`src/rtl/circular_dma_pkg.sv`:
```
// Shared types and helpers for the circular DMA reader: FSM states, irq bit map
// and burst sizing.
package circular_dma_pkg;

    typedef enum logic [1:0] {
        ST_IDLE       = 2'd0,
        ST_READ_ADDR  = 2'd1,
        ST_DATA_BURST = 2'd2
    } reader_state_e;

    localparam int unsigned IRQ_W       = 3;
    localparam int unsigned IRQ_DRAINED = 0;
    localparam int unsigned IRQ_WRAP    = 1;
    localparam int unsigned IRQ_ERROR   = 2;

    // Bytes moved by one full-length burst.
    function automatic int unsigned burst_bytes(input int unsigned max_burst,
                                                input int unsigned axis_width);
        return max_burst * (axis_width / 8);
    endfunction

endpackage

```
`src/rtl/circular_dma_burst_len.sv`:
```
// Combinational burst sizing: beats available in the ring, clipped by the
// max burst, downstream FIFO space and the next burst-aligned boundary.
module circular_dma_burst_len
    import circular_dma_pkg::*;
#(
    parameter int unsigned C_AXIS_WIDTH       = 64,
    parameter int unsigned C_MAX_BURST        = 16,
    parameter int unsigned C_AXIS_OCCUP_WIDTH = 16
) (
    input  logic [31:0]                   wr_ptr,
    input  logic [31:0]                   rd_ptr,
    input  logic [31:0]                   mem_size,
    input  logic [C_AXIS_OCCUP_WIDTH-1:0] fifo_free,
    output logic [31:0]                   len_c,
    output logic [31:0]                   avail_c,
    output logic                          no_wrap_c
);

    localparam int unsigned BEAT_BYTES  = C_AXIS_WIDTH / 8;
    localparam int unsigned BEAT_SHIFT  = $clog2(BEAT_BYTES);
    localparam int unsigned BURST_BYTES = burst_bytes(C_MAX_BURST, C_AXIS_WIDTH);

    logic [31:0] wr_aligned;
    logic [31:0] span_bytes;
    logic [31:0] to_bound;

    always_comb begin
        wr_aligned = wr_ptr & ~(32'(BEAT_BYTES) - 32'd1);
        no_wrap_c  = (wr_aligned >= rd_ptr);
        // When the producer is behind us, only read up to the end of the buffer.
        span_bytes = no_wrap_c ? (wr_aligned - rd_ptr) : (mem_size - rd_ptr);
        avail_c    = span_bytes >> BEAT_SHIFT;
        to_bound   = (32'(BURST_BYTES) - (rd_ptr % 32'(BURST_BYTES))) >> BEAT_SHIFT;

        len_c = 32'(C_MAX_BURST);
        if (avail_c < len_c) begin
            len_c = avail_c;
        end
        if (32'(fifo_free) < len_c) begin
            len_c = 32'(fifo_free);
        end
        if (to_bound < len_c) begin
            len_c = to_bound;
        end
    end

endmodule

```
`src/rtl/circular_dma_reader.sv`:
```
// Reads a circular memory buffer over AXI and streams it out; tracks the
// consumer pointer, wrap/drain/error interrupts and last response status.
module circular_dma_reader
    import circular_dma_pkg::*;
#(
    parameter int unsigned C_ADDR_WIDTH       = 32,
    parameter int unsigned C_AXIS_WIDTH       = 64,
    parameter int unsigned C_MAX_BURST        = 16,
    parameter int unsigned C_AXIS_OCCUP_WIDTH = 16
) (
    input  logic                          clk,
    input  logic                          rst_n,
    input  logic                          enable,
    input  logic [2:0]                    clear_irq,
    input  logic [2:0]                    enable_irq,
    output logic [2:0]                    irq,
    output logic [2:0]                    status_flags,
    input  logic [C_ADDR_WIDTH-1:0]       mem_base,
    input  logic [31:0]                   mem_size,
    input  logic [31:0]                   wr_ptr,
    output logic [31:0]                   rd_ptr,
    input  logic [C_AXIS_OCCUP_WIDTH-1:0] fifo_free,
    output logic [C_ADDR_WIDTH-1:0]       m_axi_araddr,
    output logic [7:0]                    m_axi_arlen,
    output logic                          m_axi_arvalid,
    input  logic                          m_axi_arready,
    input  logic [C_AXIS_WIDTH-1:0]       m_axi_rdata,
    input  logic [1:0]                    m_axi_rresp,
    input  logic                          m_axi_rlast,
    input  logic                          m_axi_rvalid,
    output logic                          m_axi_rready,
    output logic [C_AXIS_WIDTH-1:0]       m_axis_mm2s_tdata,
    output logic                          m_axis_mm2s_tlast,
    output logic                          m_axis_mm2s_tvalid,
    input  logic                          m_axis_mm2s_tready
);

    localparam int unsigned BEAT_BYTES  = C_AXIS_WIDTH / 8;
    localparam int unsigned BEAT_SHIFT  = $clog2(BEAT_BYTES);
    localparam int unsigned BURST_BYTES = burst_bytes(C_MAX_BURST, C_AXIS_WIDTH);

    reader_state_e           state_q, state_d;
    logic [31:0]             rd_ptr_q, rd_ptr_d;
    logic [C_ADDR_WIDTH-1:0] araddr_q, araddr_d;
    logic [7:0]              arlen_q, arlen_d;
    logic                    arvalid_q, arvalid_d;
    logic [IRQ_W-1:0]        irq_q, irq_d;
    logic [2:0]              status_q, status_d;
    logic                    err_q, err_d;
    logic                    err_resp0_q, err_resp0_d;
    logic                    last_burst_q, last_burst_d;

    logic [31:0] len_c;
    logic [31:0] avail_c;
    logic        no_wrap_c;
    logic [31:0] next_rd_c;
    logic        beat_fire_c;
    logic        beat_err_c;
    logic        resp0_c;

    circular_dma_burst_len #(
        .C_AXIS_WIDTH      (C_AXIS_WIDTH),
        .C_MAX_BURST       (C_MAX_BURST),
        .C_AXIS_OCCUP_WIDTH(C_AXIS_OCCUP_WIDTH)
    ) u_burst_len (
        .wr_ptr   (wr_ptr),
        .rd_ptr   (rd_ptr_q),
        .mem_size (mem_size),
        .fifo_free(fifo_free),
        .len_c    (len_c),
        .avail_c  (avail_c),
        .no_wrap_c(no_wrap_c)
    );

    always_ff @(posedge clk) begin
        if (!rst_n) begin
            state_q      <= ST_IDLE;
            rd_ptr_q     <= '0;
            araddr_q     <= '0;
            arlen_q      <= '0;
            arvalid_q    <= 1'b0;
            irq_q        <= '0;
            status_q     <= 3'b001;
            err_q        <= 1'b0;
            err_resp0_q  <= 1'b0;
            last_burst_q <= 1'b0;
        end else begin
            state_q      <= state_d;
            rd_ptr_q     <= rd_ptr_d;
            araddr_q     <= araddr_d;
            arlen_q      <= arlen_d;
            arvalid_q    <= arvalid_d;
            irq_q        <= irq_d;
            status_q     <= status_d;
            err_q        <= err_d;
            err_resp0_q  <= err_resp0_d;
            last_burst_q <= last_burst_d;
        end
    end

    always_comb begin
        state_d      = state_q;
        rd_ptr_d     = rd_ptr_q;
        araddr_d     = araddr_q;
        arlen_d      = arlen_q;
        arvalid_d    = arvalid_q;
        status_d     = status_q;
        err_d        = err_q;
        err_resp0_d  = err_resp0_q;
        last_burst_d = last_burst_q;
        irq_d        = irq_q & ~clear_irq & enable_irq;

        m_axis_mm2s_tdata  = m_axi_rdata;
        m_axis_mm2s_tvalid = 1'b0;
        m_axis_mm2s_tlast  = 1'b0;
        m_axi_rready       = 1'b0;

        beat_fire_c = m_axi_rvalid & m_axis_mm2s_tready;
        beat_err_c  = m_axi_rresp[1];
        resp0_c     = beat_err_c ? m_axi_rresp[0] : err_resp0_q;
        next_rd_c   = rd_ptr_q + ((32'(arlen_q) + 32'd1) << BEAT_SHIFT);

        case (state_q)
            ST_IDLE: begin
                if (enable && (irq_q == '0) && (mem_size >= 32'(BURST_BYTES))) begin
                    state_d     = ST_READ_ADDR;
                    rd_ptr_d    = '0;
                    status_d    = 3'b001;
                    err_d       = 1'b0;
                    err_resp0_d = 1'b0;
                end
            end

            ST_READ_ADDR: begin
                if (arvalid_q) begin
                    if (m_axi_arready) begin
                        arvalid_d = 1'b0;
                        state_d   = ST_DATA_BURST;
                    end
                end else if (len_c != '0) begin
                    araddr_d     = mem_base + C_ADDR_WIDTH'(rd_ptr_q);
                    arlen_d      = 8'(len_c - 32'd1);
                    arvalid_d    = 1'b1;
                    last_burst_d = (len_c == avail_c) && no_wrap_c;
                end else if (!enable) begin
                    state_d = ST_IDLE;
                end
            end

            ST_DATA_BURST: begin
                m_axis_mm2s_tvalid = m_axi_rvalid;
                m_axis_mm2s_tlast  = m_axi_rlast & last_burst_q;
                m_axi_rready       = m_axis_mm2s_tready;

                if (beat_fire_c) begin
                    if (beat_err_c) begin
                        err_d       = 1'b1;
                        err_resp0_d = m_axi_rresp[0];
                    end
                    // Burst end: commit the pointer, or freeze it on any error beat.
                    if (m_axi_rlast) begin
                        if (err_q || beat_err_c) begin
                            irq_d[IRQ_ERROR] = enable_irq[IRQ_ERROR];
                            status_d         = {resp0_c, ~resp0_c, 1'b0};
                            state_d          = ST_IDLE;
                        end else begin
                            if (next_rd_c == mem_size) begin
                                rd_ptr_d        = '0;
                                irq_d[IRQ_WRAP] = enable_irq[IRQ_WRAP];
                            end else begin
                                rd_ptr_d = next_rd_c;
                            end
                            if (last_burst_q) begin
                                irq_d[IRQ_DRAINED] = enable_irq[IRQ_DRAINED];
                            end
                            state_d = enable ? ST_READ_ADDR : ST_IDLE;
                        end
                    end
                end
            end

            default: begin
                state_d = ST_IDLE;
            end
        endcase
    end

    assign irq           = irq_q;
    assign status_flags  = status_q;
    assign rd_ptr        = rd_ptr_q;
    assign m_axi_araddr  = araddr_q;
    assign m_axi_arlen   = arlen_q;
    assign m_axi_arvalid = arvalid_q;

endmodule
```
`config.mk`:
```
export PLATFORM = sky130hd
export DESIGN_NAME = circular_dma_reader
export DESIGN_NICKNAME = d
export VERILOG_FILES = /design/src/rtl/circular_dma_pkg.sv /design/src/rtl/circular_dma_burst_len.sv /design/src/rtl/circular_dma_reader.sv
export SDC_FILE = /design/constraint.sdc
export NUM_CORES = 1
export LEC_CHECK = 0
export ABC_AREA = 1
export CORE_MARGIN = 2
export CORE_UTILIZATION = 54
export CTS_CLUSTER_SIZE = 14
export DETAILED_ROUTE_END_ITERATION = 12
export PLACE_DENSITY = 0.89
export SYNTH_ARGS = -nofsm -noshare
export SYNTH_HDL_FRONTEND = slang
export SYNTH_SLANG_ARGS = --single-unit
```
`constraint.sdc`:
```
create_clock -name clk -period 9.7 [get_ports clk]
set_clock_uncertainty 0.1 [all_clocks]
set_input_delay 0.97 -clock clk [delete_from_list [all_inputs] [get_ports clk]]
set_output_delay 0.97 -clock clk [all_outputs]
set_load 0.02 [all_outputs]
```
**Run 1: clock distribution**

Bar = 50 µm.
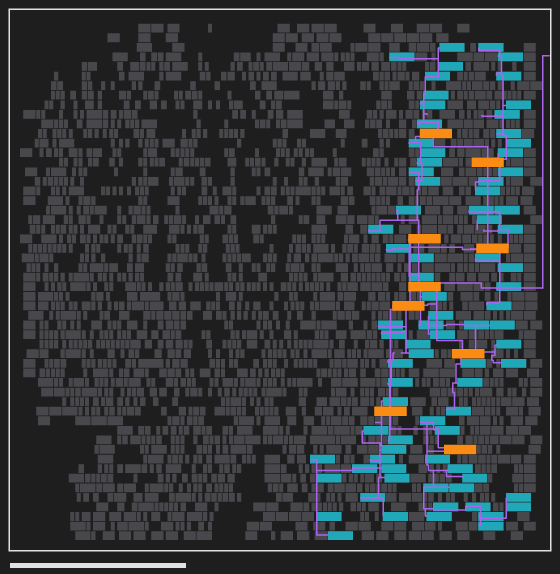
legend:
  purple:
    item: clock wires
    length: 975 µm
  cyan:
    item: flip-flops
    count: 81
  orange:
    item: clock drivers
    count: 9
routed clock nets: 10

**Run 1: M4 wires**

Supply wires on this layer in gray.
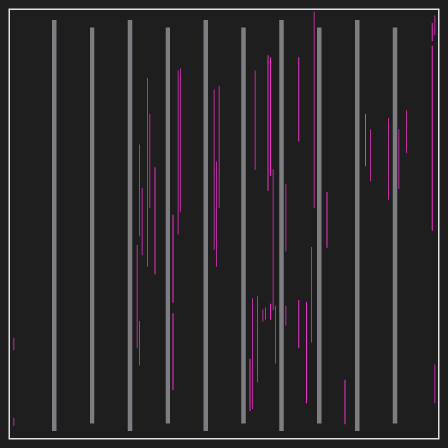
wire length on this layer: 1310 µm
main direction: vertical
share of all routed wire: 3.5%
nets with wire on the layer: 42
longest straight run: 70.0 µm
overall routed net length: 37600 µm
via count: 13395

**Run 1: clock wiring as the flow saved it**

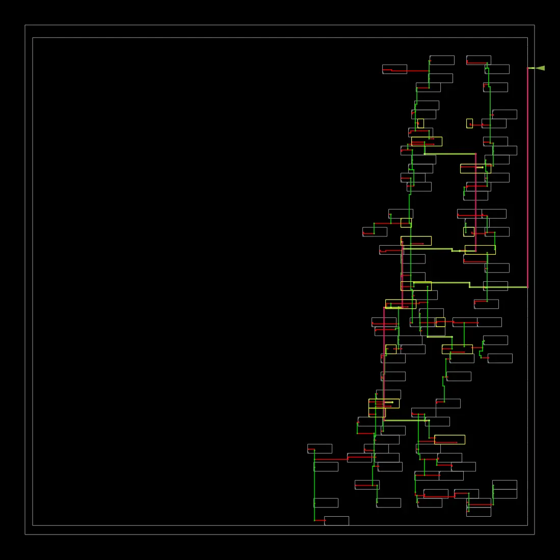
number of flip-flops and latches: 81
clock buffer count in the final layout: 10
clk pwr: 0.318 mW

**Run 1: register map, names as in the netlist**

Other sequential cells in the stronger gray, the rest of the logic in the fainter gray.
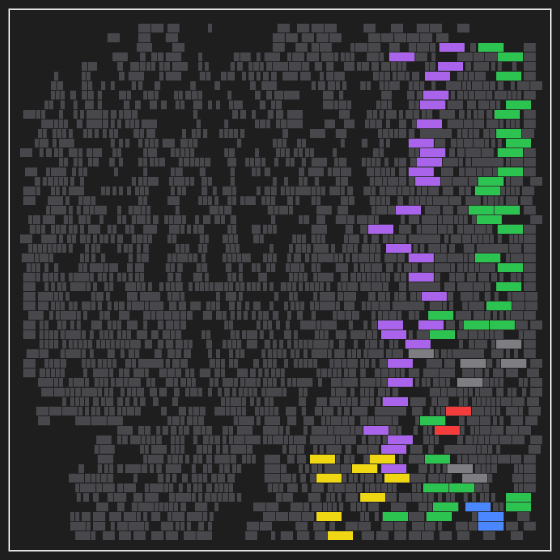
legend:
  yellow:
    signal: `m_axi_arlen`
    placed_flops: 8
  blue:
    signal: `status_flags`
    placed_flops: 3
  green:
    signal: `m_axi_araddr`
    placed_flops: 32
    where: a column on the right
  red:
    signal: `state_q`
    placed_flops: 2
  purple:
    signal: `rd_ptr`
    placed_flops: 29

==> ds_physical_params.txt, run 1 <==
Summary of implementation characteristics

Parameter                              Value

Clocking
  Clock buffer count from CTS .................. 9
  Num Clock Sinks .................. 81

Power
  Standby leakage power .................. about 7.0 nW
  Fraction of power consumed by sequential logic .................. 0.273
  Power consumed by combinational cells .................. 0.878 mW
  Power per unit of standard cell area .................. approximately 120 mW/mm²
  Net switching power figure .................. 0.720 mW
  Part of the total power dissipated in combinational logic .................. 0.533

Worst setup path
  WP data required .................. around 9800 ps
  Largest fanout on the critical path .................. roughly 46
  Startpoint kind of the worst setup timing path .................. input pin

Global routing
  Number of antenna violations at the first check in global routing .................. 0
  Overall overflow remaining after global route .................. 0
  Met2 demand-to-capacity share in global routing .................. 0.549

Logic synthesis
  Yosys simple share .................. 0.396
  Library cell with the highest instance count after synthesis .................. sky130_fd_sc_hd__nand2_1
  Adder-cell area share of the yosys netlist .................. 0.123
  Number of flops mapped to enable cells by yosys .................. 0
  Combined area of all synthesized cells .................. about 0.012 mm²

STA
  Relative max-transition margin .................. 0.203
  Sum Neg Setup Slack .................. 0 ps
  Hold Violations, Final .................. 0
  Final tally of max-slew violations .................. 0

Cells and area
  Antenna Diode Count .................. 0
  Synthesis-to-layout area growth .................. 16.3%

Place
  Placer Congestion .................. 1.01

Routing
  Detail Route Antenna Nets .................. 0
  Vias per inst .................. 5.45

Die
  Fraction of the core area occupied by cells at floorplan .................. 0.551

Worst hold path
  Min-delay worst type .................. flop to flop

Run status
  Run status .................. finished, final reports clean
[run 1: final cells by class]
type,instances,area [µm²],share of cell area
clock buffers,10,239,0.0170
clock inverters,6,43.8,0.00312
inverters,321,1210,0.0861
multi-input cells,1552,8500,0.606
flip-flops and latches,81,1620,0.116
well taps,280,350,0.0250
repair buffers,207,2060,0.147
[run 1: worst paths after layout]
kind | startpoint | end | cells after the start
worst min register to register | status_flags[0] | status_flags[0] | 2
worst max-delay path | wr_ptr[27] | state_q[0] | 39
worst max register to register | rd_ptr[29] | state_q[0] | 39
worst min-delay path | status_flags[0] | status_flags[0] | 2
[run 1: critical path, delay by kind of cell]
kind,cells,cell delay [ps]
and+or+nand+nor,25,3160
buffers and inverters,3,840
AOI/OAI and AO/OA,7,1720
adders and majority gates,4,1210
[run 1: per-stage QoR]
| stage | utilization | instances | power (mW) | instance area, µm² | setup slack (ps) |
|---|---|---|---|---|---|
| finish | 0.640 | 2457 | 1.65 | 14000 | 1880 |
| global route | 0.640 | 2457 | 1.76 | 14000 | 1310 |
| CTS | 0.640 | 2457 | 1.64 | 14000 | 1940 |
| detailed placement | 0.627 | 2441 | 1.32 | 13700 | 1640 |
| global placement | 0.627 | 2441 | 1.29 | 13700 | 1740 |
| floorplan | - | 2058 | 1.08 | 12100 | 3660 |
[run 1: layout by cell type, fill, tap and decap left out, drive strengths merged, types with 27 or more instances in the layout]
cell type,count
nand2,609
inv,318
nor2,203
clkdlybuf4s50,202
nand3,130
a21oi,126
ha,117
dfxtp,81
o21ai,71
xor2,66
nand4,58
xnor2,34
nor3,27
[run 1: state kept, by name, summed over array words and instances (netlist names)]
name,cells
err_resp0_q,1
state_q,2
m_axi_arlen,8
m_axi_araddr,32
m_axi_arvalid,1
irq,3
rd_ptr,29
last_burst_q,1
status_flags,3
err_q,1
==> inputs of run 2 (changes only) <==
--- a/config.mk
+++ b/config.mk
@@ -7,10 +7,10 @@
 export LEC_CHECK = 0
 export ABC_AREA = 1
 export CORE_MARGIN = 2
-export CORE_UTILIZATION = 54
+export CORE_UTILIZATION = 45
 export CTS_CLUSTER_SIZE = 14
 export DETAILED_ROUTE_END_ITERATION = 12
-export PLACE_DENSITY = 0.89
+export PLACE_DENSITY = 0.79
 export SYNTH_ARGS = -nofsm -noshare
 export SYNTH_HDL_FRONTEND = slang
 export SYNTH_SLANG_ARGS = --single-unit
==> constraint.sdc (replaced) <==
create_clock -name clk -period 7.1 [get_ports clk]
set_clock_uncertainty 0.1 [all_clocks]
set_input_delay 0.71 -clock clk [delete_from_list [all_inputs] [get_ports clk]]
set_output_delay 0.71 -clock clk [all_outputs]
set_load 0.02 [all_outputs]
**Run 2: cells by drive strength**

Bar = 50 µm.
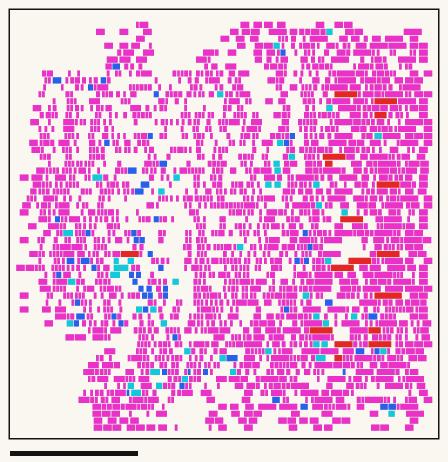
legend:
  blue:
    size: _2 cells
    cells: 62
    most_used: nand2_2
  red:
    size: _6 and larger
    cells: 17
    most_used: clkbuf_16
  magenta:
    size: _0 and _1 cells
    cells: 2083
    most_used: nand2_1
  cyan:
    size: _3 and _4 cells
    cells: 48
    most_used: buf_4

==> run 2 against run 1 <==
The run now ends with DRC left. Largest cell class unchanged. Largest power group unchanged. Hold slack gained 8.6 ps. Sequential power grew 37%. Die size grew 19%. Highest routed layer unchanged. First-iteration DRC count shrank 15%. Core utilization shrank 9.0 points.
==> ds_physical_params.txt, run 2 <==
Summary of implementation characteristics

Parameter                              Value

Run status
  Run status .................. finished, violations left
  Failing checks .................. DRC

Worst setup path
  Critical path's top delay family .................. simple AND/OR/NAND/NOR gates
  WP data required .................. 7230 ps (-2570 ps)
  Buffering stage count on the worst path with inverters included .................. 6 (+3)
  Startpoint kind of the worst setup timing path .................. input pin

Power
  Overall power .................. 2.35 mW (+43%)
  Standby leakage power .................. 7.21 nW (+2.7%)
  Power per unit of standard cell area .................. 163 mW/mm² (+39%)

Place
  Pre-CTS WS .................. -46.9 ps (-1680 ps)

Cells and area
  Storage element area .................. 0.00162 mm² (unchanged)
  Most instantiated logic cells after routing .................. 583 x sky130_fd_sc_hd__nand2_1, 313 x sky130_fd_sc_hd__inv_1, 202 x sky130_fd_sc_hd__clkdlybuf4s50_1

Routing
  Overall routed net length .................. 39200 µm (+4.2%)
  Via count .................. 13412 (+0.13%)
  DRC violation count after routing .................. 2

STA
  Hold Violations, Final .................. 0 (unchanged)
  Relative max-transition margin .................. 0.293 (+0.0898)

Die
  Fraction of the core area occupied by cells at floorplan .................. 0.460 (-0.0907)

Logic synthesis
  Library cell with the highest instance count after synthesis .................. sky130_fd_sc_hd__nand2_1
  Number of flops mapped to enable cells by yosys .................. 0 (unchanged)
  Combined area of all synthesized cells .................. 0.0121 mm² (unchanged)

Clocking
  Clock buffer count from CTS .................. 9 (unchanged)
run 2: final timing paths:
| kind | startpoint | end | slack [ps] | cells past startpoint |
|---|---|---|---|---|
| worst min-delay path | err_q | err_q | 370 | 2 |
| worst min register to register | err_q | err_q | 370 | 2 |
| worst max register to register | rd_ptr[19] | m_axi_arlen[5] | 640 | 39 |
| worst max-delay path | wr_ptr[27] | m_axi_arlen[5] | 540 | 39 |
run 2: power by group:
part | switching [mW] | leakage (nW) | internal [mW]
combinational | 0.744 | 6.40 | 0.503
clock | 0.192 | 0.148 | 0.293
sequential | 0.0669 | 0.660 | 0.549
total | 1.00 | 7.21 | 1.35
run 2: layer usage:
metal	share of wire	up-vias	wire, µm	track usage
li1	-	6801	-	-
met1	0.44	6076	17200	0.341
met2	0.47	452	18500	0.477
met3	0.059	83	2330	0.0307
met4	0.030	0	1180	0.0938
met5	0	-	0	0
run 2: logic make-up after synthesis:
| family | share of synthesized area |
|---|---|
| AND/OR/NAND/NOR | 0.396 |
| buffers and inverters | 0.165 |
| AND-OR/OR-AND | 0.108 |
| adder cells (fa/ha/maj) | 0.123 |
| XOR/XNOR | 0.0727 |
| flip-flops | 0.135 |
| other | 0.000623 |
run 2: final cells by class:
type,instances,share of cell area
antenna,1,0.000174
clock buffer,11,0.0175
clock inverter,5,0.00434
inverter,321,0.0841
multi-input combinational,1552,0.590
sequential,81,0.112
tap,335,0.0291
timing repair buffer,240,0.162
run 2: metrics by stage:
| stage | std cells | area [µm²] | hold WS, ps | setup TNS (ps) |
|---|---|---|---|---|
| floorplan | 2058 | 12100 | 339 | 0 |
| global placement | 2528 | 14100 | 343 | 0 |
| detailed placement | 2528 | 14100 | 358 | -95.2 |
| CTS | 2544 | 14400 | 369 | 0 |
| global route | 2545 | 14400 | 398 | 0 |
| finish | 2546 | 14400 | 371 | 0 |
==> inputs of run 3 (changes only) <==
--- a/config.mk
+++ b/config.mk
@@ -6,6 +6,7 @@
 export NUM_CORES = 1
 export LEC_CHECK = 0
 export ABC_AREA = 1
+export CAP_MARGIN = 20
 export CORE_MARGIN = 2
 export CORE_UTILIZATION = 45
 export CTS_CLUSTER_SIZE = 14
**Run 3: clock distribution**

Bar = 50 µm.
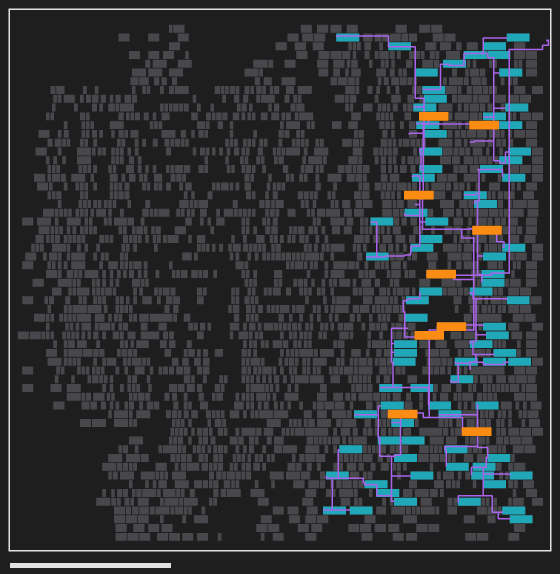
legend:
  orange:
    item: clock drivers
    count: 9
  purple:
    item: clock wires
    length: 1040 µm
  cyan:
    item: flip-flops
    count: 81
routed clock nets: 10
flops lie: a column on the right
clk pwr: 0.485 mW
clock power share: 0.207
latest clock arrival within the worst-skew pair: 340 ps

==> run 3 against run 2 <==
The run still ends with DRC left. Critical path depth stayed put. Routed wire length unchanged. Core utilization did not move. Synthesized cell count stayed put. Highest routed layer unchanged. Synthesized area is the same. First-iteration DRC count is the same. Die size is the same. Cell count is the same. Worst setup slack unchanged. Clock power hardly changed. Maximum frequency unchanged.
==> ds_physical_params.txt, run 3 <==
Summary of implementation characteristics

Parameter                              Value

Routing
  DRC violation count after routing .................. 2 (unchanged)
  Via count .................. 13412 (unchanged)
  Overall routed net length .................. 39200 µm (unchanged)

Worst setup path
  Critical path's top delay family .................. simple AND/OR/NAND/NOR gates
  Buffering stage count on the worst path with inverters included .................. 6 (unchanged)
  Startpoint kind of the worst setup timing path .................. input pin
  WP data required .................. 7230 ps (about the same)
  R2R setup slack .................. 640 ps (about the same)

Run status
  Failing checks .................. DRC
  Run status .................. finished, violations left

Cells and area
  Number of cells in the finished layout apart from fillers .................. 2546 (unchanged)
  Most instantiated logic cells after routing .................. 583 x sky130_fd_sc_hd__nand2_1, 313 x sky130_fd_sc_hd__inv_1, 202 x sky130_fd_sc_hd__clkdlybuf4s50_1
  Fin area .................. 0.0144 mm² (unchanged)

STA
  Sum Neg Setup Slack .................. 0 ps (unchanged)
  Hold Violations, Final .................. 0 (unchanged)
  Smallest hold slack .................. 371 ps (unchanged)
  Relative max-transition margin .................. 0.293 (unchanged)

Place
  Cell area reported after detailed placement .................. 0.0141 mm² (unchanged)
  Inst Count DP .................. 2528 (unchanged)
  Pre-CTS WS .................. -46.9 ps (unchanged)

Clocking
  Clock buffer count from CTS .................. 9 (unchanged)
  Num Clock Sinks .................. 81

Power
  Overall power .................. 2.35 mW (unchanged)
  Power per unit of standard cell area .................. 163 mW/mm² (unchanged)
  Standby leakage power .................. 7.21 nW (unchanged)

Die
  Fraction of the core area occupied by cells at floorplan .................. 0.460 (unchanged)

Logic synthesis
  Combined area of all synthesized cells .................. 0.0121 mm² (unchanged)
  Library cell with the highest instance count after synthesis .................. sky130_fd_sc_hd__nand2_1
  Number of flops mapped to enable cells by yosys .................. 0 (unchanged)
  Most common flop cell mapped by yosys .................. sky130_fd_sc_hd__dfxtp_1

Run
  Number of warnings in the stage logs .................. 32
-- run 3: cell counts in the layout (fill, tap and decap cells not counted) --
Identical to the previous run, type by type.
-- run 3: power breakdown --
part | switching (mW) | internal (mW)
clock | 0.192 | 0.293
combinational | 0.744 | 0.503
sequential | 0.0669 | 0.549
total | 1.00 | 1.35
-- run 3: area by class of cell --
cell class,instances,share of cell area
clock inverter,5,0.00434
inverter,321,0.0841
clock buffer,11,0.0175
multi-input combinational,1552,0.590
timing repair buffer,240,0.162
tap,335,0.0291
sequential,81,0.112
antenna,1,0.000174
-- run 3: layer usage --
layer | share of wire | global-route usage | vias to the layer above | wire [µm]
li1 | - | - | 6801 | -
met1 | 0.44 | 0.341 | 6076 | 17200
met2 | 0.47 | 0.477 | 452 | 18500
met3 | 0.059 | 0.0307 | 83 | 2330
met4 | 0.030 | 0.0938 | 0 | 1180
met5 | 0 | 0 | - | 0
-- run 3: cells by family (layout without fill, tap and decap cells) --
| kind of cell | after synthesis | in the layout | share of synthesized area |
|---|---|---|---|
| compound gates | 233 | 233 | 0.108 |
| xor+xnor | 100 | 100 | 0.0727 |
| fa+ha+maj | 118 | 118 | 0.123 |
| buf+inv | 425 | 577 | 0.165 |
| flops | 81 | 81 | 0.135 |
| other cells | 2 | 15 | 0.000623 |
| simple gates | 1087 | 1087 | 0.396 |
-- run 3: worst min-delay path, delay by kind of cell, from the launching register on --
kind / cells / cell delay (ps)
flops: 1 / 310
compound gates: 1 / 50
simple gates: 1 / 60
-- run 3: worst paths after layout --
check | end | cells past startpoint | from
hold reg to reg | err_q | 2 | err_q
hold / removal | err_q | 2 | err_q
setup reg to reg | m_axi_arlen[5] | 39 | rd_ptr[19]
setup / recovery | m_axi_arlen[5] | 39 | wr_ptr[27]
Power figures rest on the tool's default switching activity, not on a simulated workload.
